--- src/rtl/rr_pkt_arb.sv ---
// Round-robin packet arbiter: N ports share one registered output link, grant locked until TAIL.
// Optional stall watchdog enabled by defining ARB_WATCHDOG_EN.
module rr_pkt_arb #(
    parameter int unsigned N         = 4,
    parameter int unsigned FLIT_W    = 10,
    parameter int unsigned WD_CYCLES = 16,
    // Only the TAIL code matters here; HEAD and BODY flits are forwarded alike.
    parameter logic [1:0]  TAIL_TYPE = 2'b11
) (
    input  logic                    clk_i,
    input  logic                    rst_i,
    input  logic [N-1:0]            req_i,
    input  logic [N*FLIT_W-1:0]     flit_in_i,
    input  logic [N-1:0]            flit_vld_i,
    output logic [N-1:0]            ackx_o,
    output logic [$clog2(N)-1:0]    grant_id_o,
    output logic [FLIT_W-1:0]       out_flit_o,
    output logic                    out_vld_o,
    output logic                    busy_o,
    output logic                    wd_err_o
);

    localparam int unsigned IdW = $clog2(N);

    typedef enum logic [0:0] {StIdle, StLock} state_e;

    state_e            state_q, state_d;
    logic [IdW-1:0]    ptr_q, ptr_d;
    logic [IdW-1:0]    gid_q, gid_d;
    logic [N-1:0]      ackx_q, ackx_d;
    logic [FLIT_W-1:0] oflit_q, oflit_d;
    logic              ovld_q, ovld_d;
    logic              wd_err_q, wd_err_d;

    logic              pick_found;
    logic [IdW-1:0]    pick_idx;
    logic [FLIT_W-1:0] gflit;
    logic              gvld;
    logic              gtail;
    logic [IdW-1:0]    ptr_next;

`ifdef ARB_WATCHDOG_EN
    localparam int unsigned WdW = $clog2(WD_CYCLES + 1);
    logic [WdW-1:0] wd_cnt_q, wd_cnt_d;
`endif

    // First requester at or after ptr, wrapping modulo N.
    always_comb begin : arb_pick
        logic [IdW-1:0] idx;
        idx        = '0;
        pick_found = 1'b0;
        pick_idx   = '0;
        for (int unsigned k = 0; k < N; k++) begin
            idx = IdW'((32'(ptr_q) + k) % N);
            if (!pick_found && req_i[idx]) begin
                pick_found = 1'b1;
                pick_idx   = idx;
            end
        end
    end

    assign gflit    = flit_in_i[32'(gid_q) * FLIT_W +: FLIT_W];
    assign gvld     = flit_vld_i[gid_q];
    assign gtail    = (gflit[FLIT_W-1 -: 2] == TAIL_TYPE);
    assign ptr_next = (gid_q == IdW'(N - 1)) ? '0 : gid_q + 1'b1;

    always_comb begin
        state_d  = state_q;
        ptr_d    = ptr_q;
        gid_d    = gid_q;
        ackx_d   = ackx_q;
        oflit_d  = oflit_q;
        ovld_d   = 1'b0;
        wd_err_d = 1'b0;
`ifdef ARB_WATCHDOG_EN
        wd_cnt_d = wd_cnt_q;
`endif
        unique case (state_q)
            StIdle: begin
                if (pick_found) begin
                    state_d = StLock;
                    gid_d   = pick_idx;
                    ackx_d  = N'(1) << pick_idx;
`ifdef ARB_WATCHDOG_EN
                    wd_cnt_d = '0;
`endif
                end
            end
            StLock: begin
                if (gvld) begin
                    oflit_d = gflit;
                    ovld_d  = 1'b1;
`ifdef ARB_WATCHDOG_EN
                    wd_cnt_d = '0;
`endif
                    if (gtail) begin
                        state_d = StIdle;
                        ackx_d  = '0;
                        ptr_d   = ptr_next;
                    end
                end else begin
`ifdef ARB_WATCHDOG_EN
                    // This stalled cycle brings the count to WD_CYCLES: force release.
                    if (wd_cnt_q == WdW'(WD_CYCLES - 1)) begin
                        state_d  = StIdle;
                        ackx_d   = '0;
                        ptr_d    = ptr_next;
                        wd_err_d = 1'b1;
                        wd_cnt_d = '0;
                    end else begin
                        wd_cnt_d = wd_cnt_q + 1'b1;
                    end
`endif
                end
            end
            default: state_d = StIdle;
        endcase
    end

    always_ff @(posedge clk_i or posedge rst_i) begin
        if (rst_i) begin
            state_q  <= StIdle;
            ptr_q    <= '0;
            gid_q    <= '0;
            ackx_q   <= '0;
            oflit_q  <= '0;
            ovld_q   <= 1'b0;
            wd_err_q <= 1'b0;
        end else begin
            state_q  <= state_d;
            ptr_q    <= ptr_d;
            gid_q    <= gid_d;
            ackx_q   <= ackx_d;
            oflit_q  <= oflit_d;
            ovld_q   <= ovld_d;
            wd_err_q <= wd_err_d;
        end
    end

`ifdef ARB_WATCHDOG_EN
    always_ff @(posedge clk_i or posedge rst_i) begin
        if (rst_i) begin
            wd_cnt_q <= '0;
        end else begin
            wd_cnt_q <= wd_cnt_d;
        end
    end
    assign wd_err_o = wd_err_q;
`else
    assign wd_err_o = 1'b0;
`endif

    assign ackx_o     = ackx_q;
    assign grant_id_o = gid_q;
    assign out_flit_o = oflit_q;
    assign out_vld_o  = ovld_q;
    assign busy_o     = (state_q == StLock);

endmodule

--- config.mk ---
export PLATFORM = sky130hd
export DESIGN_NAME = rr_pkt_arb
export DESIGN_NICKNAME = d
export VERILOG_FILES = /design/src/rtl/rr_pkt_arb.sv
export SDC_FILE = /design/constraint.sdc
export NUM_CORES = 1
export LEC_CHECK = 0
export CAP_MARGIN = 20
export CORE_ASPECT_RATIO = 1.4
export CORE_UTILIZATION = 37
export DETAILED_ROUTE_END_ITERATION = 6
export GPL_TIMING_DRIVEN = 0
export PLACE_DENSITY = 0.79
export SETUP_SLACK_MARGIN = 0.2
export SYNTH_ARGS = -nofsm -noshare
export SYNTH_HDL_FRONTEND = slang
export SYNTH_SLANG_ARGS = --single-unit
--- constraint.sdc ---
create_clock -name clk_i -period 4.22 [get_ports clk_i]
set_input_delay 0.633 -clock clk_i [delete_from_list [all_inputs] [get_ports clk_i]]
set_output_delay 0.633 -clock clk_i [all_outputs]
set_load 0.01 [all_outputs]
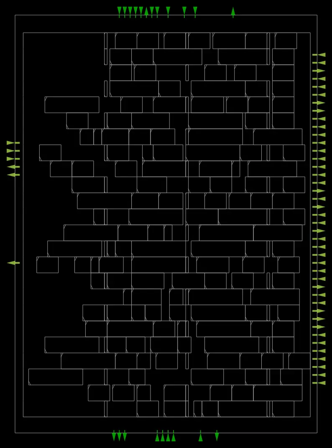
Figure 1: run 1, placement view.
tap cell count: 39
Seq area share: 24.6%
Placement Rows: 24

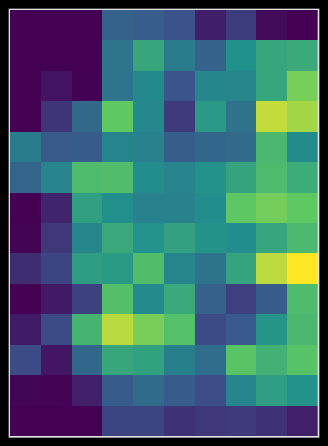
Figure 2: run 1, signal metal coverage by tile.
Scale: 6 px per um. The die is cut into 10 by 14 equal tiles; dark purple is low, yellow is high, scaled to the fullest tile. Values are wire area over tile area, all layers added.
13% of the tiles are nearly empty. The densest ninth of the die: middle right. The fullest tile reaches 0.37. The mean over all tiles is 0.14. 35% of the tiles are over half the peak. The emptiest ninth of the die: upper left.
Overall Global Routing Usage: 18.0%
vias post-DR: 1014

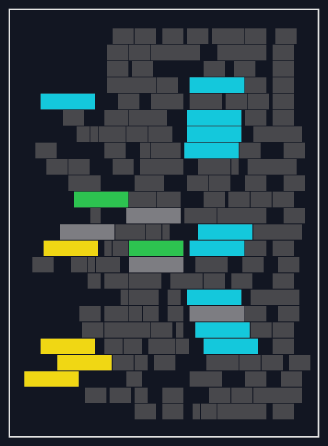
Figure 3: run 1, sequential cells colored by netlist name.
Scale: 6 px per um. Other sequential cells in the stronger gray, the rest of the logic in the fainter gray.
Cyan stands for `out_flit_o`, sequential cells 10. Yellow stands for `ackx_o`, sequential cells 4, where lower left. Green stands for `grant_id_o`, sequential cells 2.
Another 4 sequential cells are not colored.
Storage cell area: 500 um2
Power Sequential: 0.000348 W
final core occ: 63.9%

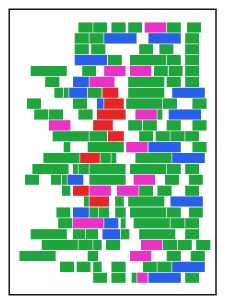
Figure 4: run 1, drive-strength map.
Scale: 4 px per um.
Blue stands for _2 cells, cells 17, share 11%, most used mux4_2. Green stands for _0 and _1 cells, cells 116, share 75%, most used clkdlybuf4s50_1. Red stands for _6 and larger, cells 8, share 5.2%, most used clkbuf_8. Magenta stands for _3 and _4 cells, cells 14, share 9.0%, most used mux2_4.
Area Growth Syn to Fin: 61.5%
setup ws final: 2.23 ns
cell area after layout: 2030 um2
Non-CTS buffers: 73

-- run 1: metal layers --
| layer | part of all wire [%] | global-route usage, % |
|---|---|---|
| met1 | 39 | 21.8 |
| met2 | 51 | 31.6 |
| met3 | 9.3 | 4.09 |
| met4 | 0.31 | 4.50 |
| met5 | 0 | 0 |
-- run 1: metrics by stage --
| stage | total power, W | area, um2 | std cells | hold WS, ns | utilization (%) |
|---|---|---|---|---|---|
| detailed placement | 0.00111 | 1980 | 190 | 0.497 | 62.1 |
| global placement | 0.00109 | 1980 | 190 | 0.493 | 62.1 |
| global route | 0.00132 | 2030 | 194 | 0.526 | 63.9 |
| floorplan | 0.000832 | 1260 | 84 | 0.527 | - |
| finish | 0.00124 | 2030 | 194 | 0.515 | 63.9 |
| CTS | 0.00126 | 2030 | 194 | 0.519 | 63.9 |
-- run 1: cell type report --
type | instances | area, um2 | share of cell area (%)
multi-input cells | 56 | 684 | 33.7
repair buffers | 67 | 671 | 33.0
flip-flops and latches | 20 | 500 | 24.6
plain buffers | 6 | 66.3 | 3.26
clock buffers | 4 | 55.1 | 2.71
well taps | 39 | 48.8 | 2.40
inverters | 2 | 7.51 | 0.369
-- run 1: worst paths after layout --
| check | start | endpoint | slack [ns] |
|---|---|---|---|
| setup / recovery | req_i[1] | ackx_o[3]$_DFFE_PP0P_ | 2.23 |
| hold / removal | out_flit_o[6]$_DFFE_PP0P_ | out_flit_o[6]$_DFFE_PP0P_ | 0.51 |
| setup reg to reg | grant_id_o[1]$_DFFE_PP0P_ | ptr_q[1]$_DFFE_PP0P_ | 2.52 |
| hold reg to reg | out_flit_o[6]$_DFFE_PP0P_ | out_flit_o[6]$_DFFE_PP0P_ | 0.51 |
| max in group asynchronous | rst_i | ackx_o[0]$_DFFE_PP0P_ | 2.95 |
| min in group asynchronous | rst_i | out_flit_o[8]$_DFFE_PP0P_ | 0.81 |
-- run 1: sequential cells by signal (all words and copies together) (netlist names) --
register    count
ptr_q           2
busy_o          1
out_flit_o     10
out_vld_o       1
grant_id_o      2
ackx_o          4
-- run 1: power groups by stage --
stage / logic, W / registers (W) / clock network [W]
after floorplan: 0.000458 / 0.000374 / 0
after global placement: 0.000747 / 0.000343 / 0
after detailed placement: 0.000758 / 0.000351 / 0
after CTS: 0.000764 / 0.000349 / 0.000147
after global routing: 0.000805 / 0.000359 / 0.000156
final: 0.000755 / 0.000348 / 0.000141
-- run 1: synth_stat cells (all sizes together) --
library cell / n
nor2b: 2
nor2: 3
a21boi: 3
o21ba: 1
dfrtp: 20
conb: 1
mux2i: 2
mux4: 10
o22a: 1
o31a: 1
o21ai: 1
nor4: 2
inv: 2
a21o: 2
nand2: 2
nand3: 1
mux2: 12
o22ai: 2
ha: 1
or2: 1
nand2b: 3
nor3b: 1
a32o: 4
buf: 6
-- run 1: worst max-delay path, cell delays in order --
cell and delay (ns):
clkdlybuf4s50_1 0.50, nor4_2 0.40, or2_1 0.17, buf_6 0.13
nor4_4 0.05, a32o_2 0.24
-- run 1: cells by family after synthesis --
family	synth area share [%]
other	0.298
flip-flops	39.8
AND-OR/OR-AND	10.4
buffers and inverters	5.86
adder cells (fa/ha/maj)	0.994
multiplexers	33.5
AND/OR/NAND/NOR	9.15
==> run summary, run 1 <==
impl run done, here's what came out: Routed WL ~3.2 mm, clk latency late pin approximately 0.25 ns, Combinational Power Share a little over 60%, DR vias/cell roughly 5.2, Chip Area, Yosys about 1300 um2, worst hold stages 1, total CTS buffers 3, # clock sinks 20, Final #Nets around 210, peak supply drop 0.332 mV, Worst Reg2Reg Path Length in Cells 4, Inserted Diodes 0, root buffer cell clkbuf_8, critical path class input port to flip-flop, global route total overflow 0, number of global-route vias before repair 1041, Setup-failing EPs final 0, Net Switching approximately 0.0004 W, Final Hold Viols 0, Yosys Instances around 84, status complete, no violations, pin count of the biggest net entering global routing 21, critical path fanouts, max 8, drt pass-1 iters 4, clock-pin transition on the worst setup and hold timing paths about 0.07 ns, # resized after CTS 0, floorplan utilization ~40%, Clock Tree Buf Depth 2, Pwr Density approximately 610 nW/um2, Setup TNS 0 ns, routed len/inst ~16 um, Syn Inst Count between 80 and 90, most common logic cells in the final layout clkdlybuf4s50_1, dfrtp_1, mux2_4, dpl hpwl 2.54 mm, Post-synth regs 20, Worst EP required between 4 and 5 ns, min cycle time layout approximately 2.0 ns, Detail Route Antenna Nets 0, Max Slew Vio Count 0, f_max ~0.50 GHz, initial antenna violation count 0, Cell area leaders dfrtp_1, mux4_2, mux2_4, buf_6, a32o_2, die span in x about 51 um, CP Capture Type flip-flop, internal power between 0.0008 and 0.0009 W, port bufs roughly 67, ratio of cells with drive above 1 in the final layout roughly 25%, DIE AREA approximately 3600 um2, Switching Share around a third, Floorplan Nets approximately 140, area share, top type between 30% and 40%, part of the power in registers 28.0%, H-tree lvl count 1, CTS tree built, global placement routability congestion ~0.76, Cell variety after synth 32, postcts setup bufs 0, die height 71.0 um, Synth Seq Share between 30% and 40%, CP Launch Type input port, worst min path class flip-flop to flip-flop, syn_area_per_cell 15.0 um2, DRC 0, io pins 69, drt initial violations 12, Setup Skew 0.00153 ns, CP arrival 2.13 ns, Worst Setup Slack post-DPL a little under 2 ns, tool warnings 26, Max-cap violations 0, Core ar. 3180 um2, CTS Hold Bufs 0, Mapped Area 1260 um2, clock power share 11.3%, Leak 0.844 nW, Slew headroom roughly half, Yosys Warn Count 0, first-pass GRT wire length between 4 and 5 mm, cell type with the largest total area dfrtp_1, Slew @ Worst Pin approximately 0.74 ns, Commonest Layout Cell clkdlybuf4s50_1, fin crit share 47.2%, filler cell count 252, RSZ-0062 raised after global routing false
--- run 2 (diff from run 1) ---
Clock period 4.22 ns to 1.9 ns, I/O delays scaled along.
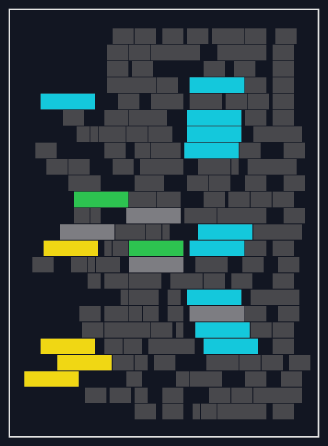
Figure 5: run 2, sequential cells colored by netlist name.
Scale: 6 px per um. Other sequential cells in the stronger gray, the rest of the logic in the fainter gray.
Green stands for `grant_id_o`, sequential cells 2. Yellow stands for `ackx_o`, sequential cells 4, where lower left. Cyan stands for `out_flit_o`, sequential cells 10.
Power Sequential: 0.000773 W
Seq area share: 24.4%

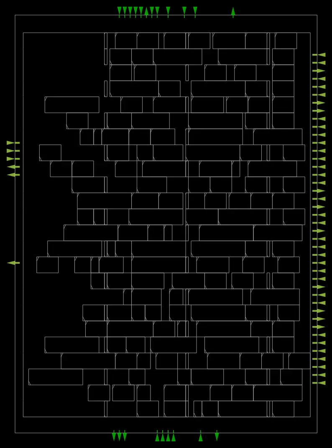
Figure 6: run 2, placement view.
Final Non-Filler Cells: 195
filler cell count: 250

==> run 2 against run 1 <==
  * First-iteration DRC count rose by 25%
  * Synthesized area did not move
  * Clock power rose by 120%
  * Critical path depth fell by 2
  * Die size did not move
  * Largest cell class unchanged
==> run summary, run 2 <==
impl run done, here's what came out: die height ~71 um, Inserted Diodes 0, port bufs 67, Max-cap violations 0, CTS tree built, area share, top type approximately 40%, Clock Tree Buf Depth 2, cell area after layout ~2100 um2, first-pass GRT wire length 4.93 mm, flip-flops with a built-in enable 0, fin crit share between 80% and 90%, drt pass-1 iters 4, initial antenna violation count 0, number of global-route vias before repair 1041, Final #Nets approximately 210, Cell area leaders dfrtp_1, mux4_2, mux2_4, buf_6, a32o_2, Setup Skew slightly above 0.001 ns, Cell variety after synth 32, clock-pin transition on the worst setup and hold timing paths about 0.070 ns, CP Launch Type flip-flop, internal power approximately 0.0019 W, Chip Area, Yosys 1260 um2, Synth top cell by count dfrtp_1, worst min path class input port to async pin, Setup-failing EPs final 0, floorplan utilization about two fifths, Slew @ Worst Pin ~0.74 ns, CP arrival ~1.8 ns, Detail Route Antenna Nets 0, DR vias/cell ~5.2, CP Capture Type flip-flop, drt initial violations 15, # clock sinks 20, DRC 0, global placement routability congestion around 0.76, Combinational Power Share 60.9%, Core ar. ~3200 um2, die span in x slightly above 50 um, Syn Inst Count ~84, tool warnings 27, final core occ ~64%, most common logic cells in the final layout clkdlybuf4s50_1, dfrtp_1, mux2_4, f_max 0.605 GHz, Worst Setup Slack post-DPL between 0.01 and 0.015 ns, status complete, no violations, Area Growth Syn to Fin 63.0%, Yosys Warn Count 0, Final Hold Viols 0, Yosys Instances about 84, dpl hpwl 2.54 mm, Slew headroom between 50% and 60%, clock power share 11.3%, Leak approximately 0.85 nW, root buffer cell clkbuf_8, Post-synth ARST share 100%, Post-synth regs 20, Storage cell area around 500 um2, Synth Seq Share about two fifths, max FFs per register 10, part of the power in registers approximately 28%, DP Area slightly below 2000 um2, Switching Share 31.9%, RSZ-0062 raised after global routing true, ratio of cells with drive above 1 in the final layout about a quarter, H-tree lvl count 1, Setup TNS 0 ns, routed len/inst approximately 17 um, cell type with the largest total area dfrtp_1, Commonest Layout Cell clkdlybuf4s50_1, Placement Rows 24, critical path fanouts, max 5, Dominant flop cell dfrtp_1, Pwr Density 1350 nW/um2, Overall Global Routing Usage ~18%, Mapped Area about 1300 um2, peak supply drop 0.750 mV, Routed WL between 3 and 4 mm, total CTS buffers 3, pin count of the biggest net entering global routing 21, Worst EP required 2.04 ns, Max Slew Vio Count 0, DIE AREA about 3600 um2, Hold Slack 0.460 ns, vias post-DR just over 1000, Net Switching ~0.00089 W, critical path class flip-flop to flip-flop, global route total overflow 0, syn_area_per_cell roughly 15 um2, Gate Area ~700 um2, CTS Hold Bufs 0, Floorplan Nets between 100 and 150, min cycle time layout around 1.7 ns, io pins about 70, setup ws final around 0.25 ns, clk latency late pin 0.25 ns, synth cell count leaders dfrtp_1, mux2_4, mux4_2
==> run 2: cell type report <==
class / count / area share (%)
Buffer: 6 / 3.35
Sequential cell: 20 / 24.4
Multi-Input combinational cell: 56 / 33.8
Clock buffer: 4 / 2.68
Tap cell: 39 / 2.38
Inverter: 2 / 0.366
Timing Repair Buffer: 68 / 33.0
==> run 2: metal layers <==
metal	part of all wire (%)	vias to the layer above	routed length, um	track usage, %
li1	-	471	-	-
met5	0	-	0	0
met2	51	52	1650	31.6
met3	9.1	2	294	4.09
met4	0.31	0	10	4.50
met1	39	493	1260	21.8
==> run 2: power groups by stage <==
stage	clock [W]	combinational, W	sequential, W
final	0.000313	0.00169	0.000773
after global routing	0.000347	0.00181	0.000797
after CTS	0.000327	0.00170	0.000775
after detailed placement	0	0.00168	0.000779
after global placement	0	0.00166	0.000762
after floorplan	0	0.00102	0.000831
==> run 2: logic make-up (layout without fill, tap and decap cells) <==
logic type | after synthesis | count (layout) | share of synthesized area, %
AND-OR/OR-AND | 15 | 15 | 10.4
adder cells (fa/ha/maj) | 1 | 1 | 0.994
buffers and inverters | 8 | 80 | 5.86
flip-flops | 20 | 20 | 39.8
multiplexers | 24 | 24 | 33.5
other | 1 | 1 | 0.298
AND/OR/NAND/NOR | 15 | 15 | 9.15
==> run 2: stage by stage <==
step,cells,total power (W)
2_1_floorplan,84,0.00185
3_3_place_gp,190,0.00242
3_5_place_dp,190,0.00246
4_1_cts,194,0.00280
5_1_grt,195,0.00295
6_report,195,0.00278
==> run 2: critical path, cell delays in order, from the launching register on <==
cell     delay, ns
dfrtp_1       0.39
buf_6         0.15
mux4_2        0.55
nand3_4       0.14
mux2_4        0.31
==> run 2: timing repair <==
action,CTS,global route
endpoints found under the setup margin,2,4
pin swaps,0,1
cloned,0,0
buffers inserted,0,1
resized,1,1
hold endpoints to repair,0,0
==> run 2: worst paths after layout <==
check                                                  to                 startpoint  cells after the start  slack, ns
worst max-delay path                 ptr_q[1]$_DFFE_PP0P_  grant_id_o[0]$_DFFE_PP0P_                      4       0.25
worst min-delay path            out_flit_o[8]$_DFFE_PP0P_                      rst_i                      2       0.46
worst max register to register       ptr_q[1]$_DFFE_PP0P_  grant_id_o[0]$_DFFE_PP0P_                      4       0.25
worst min register to register  out_flit_o[6]$_DFFE_PP0P_  out_flit_o[6]$_DFFE_PP0P_                      1       0.51
max in group asynchronous           ackx_o[0]$_DFFE_PP0P_                      rst_i                      2       0.98
min in group clk_i              out_flit_o[6]$_DFFE_PP0P_  out_flit_o[6]$_DFFE_PP0P_                      1       0.51
Power figures rest on the tool's default switching activity, not on a simulated workload.
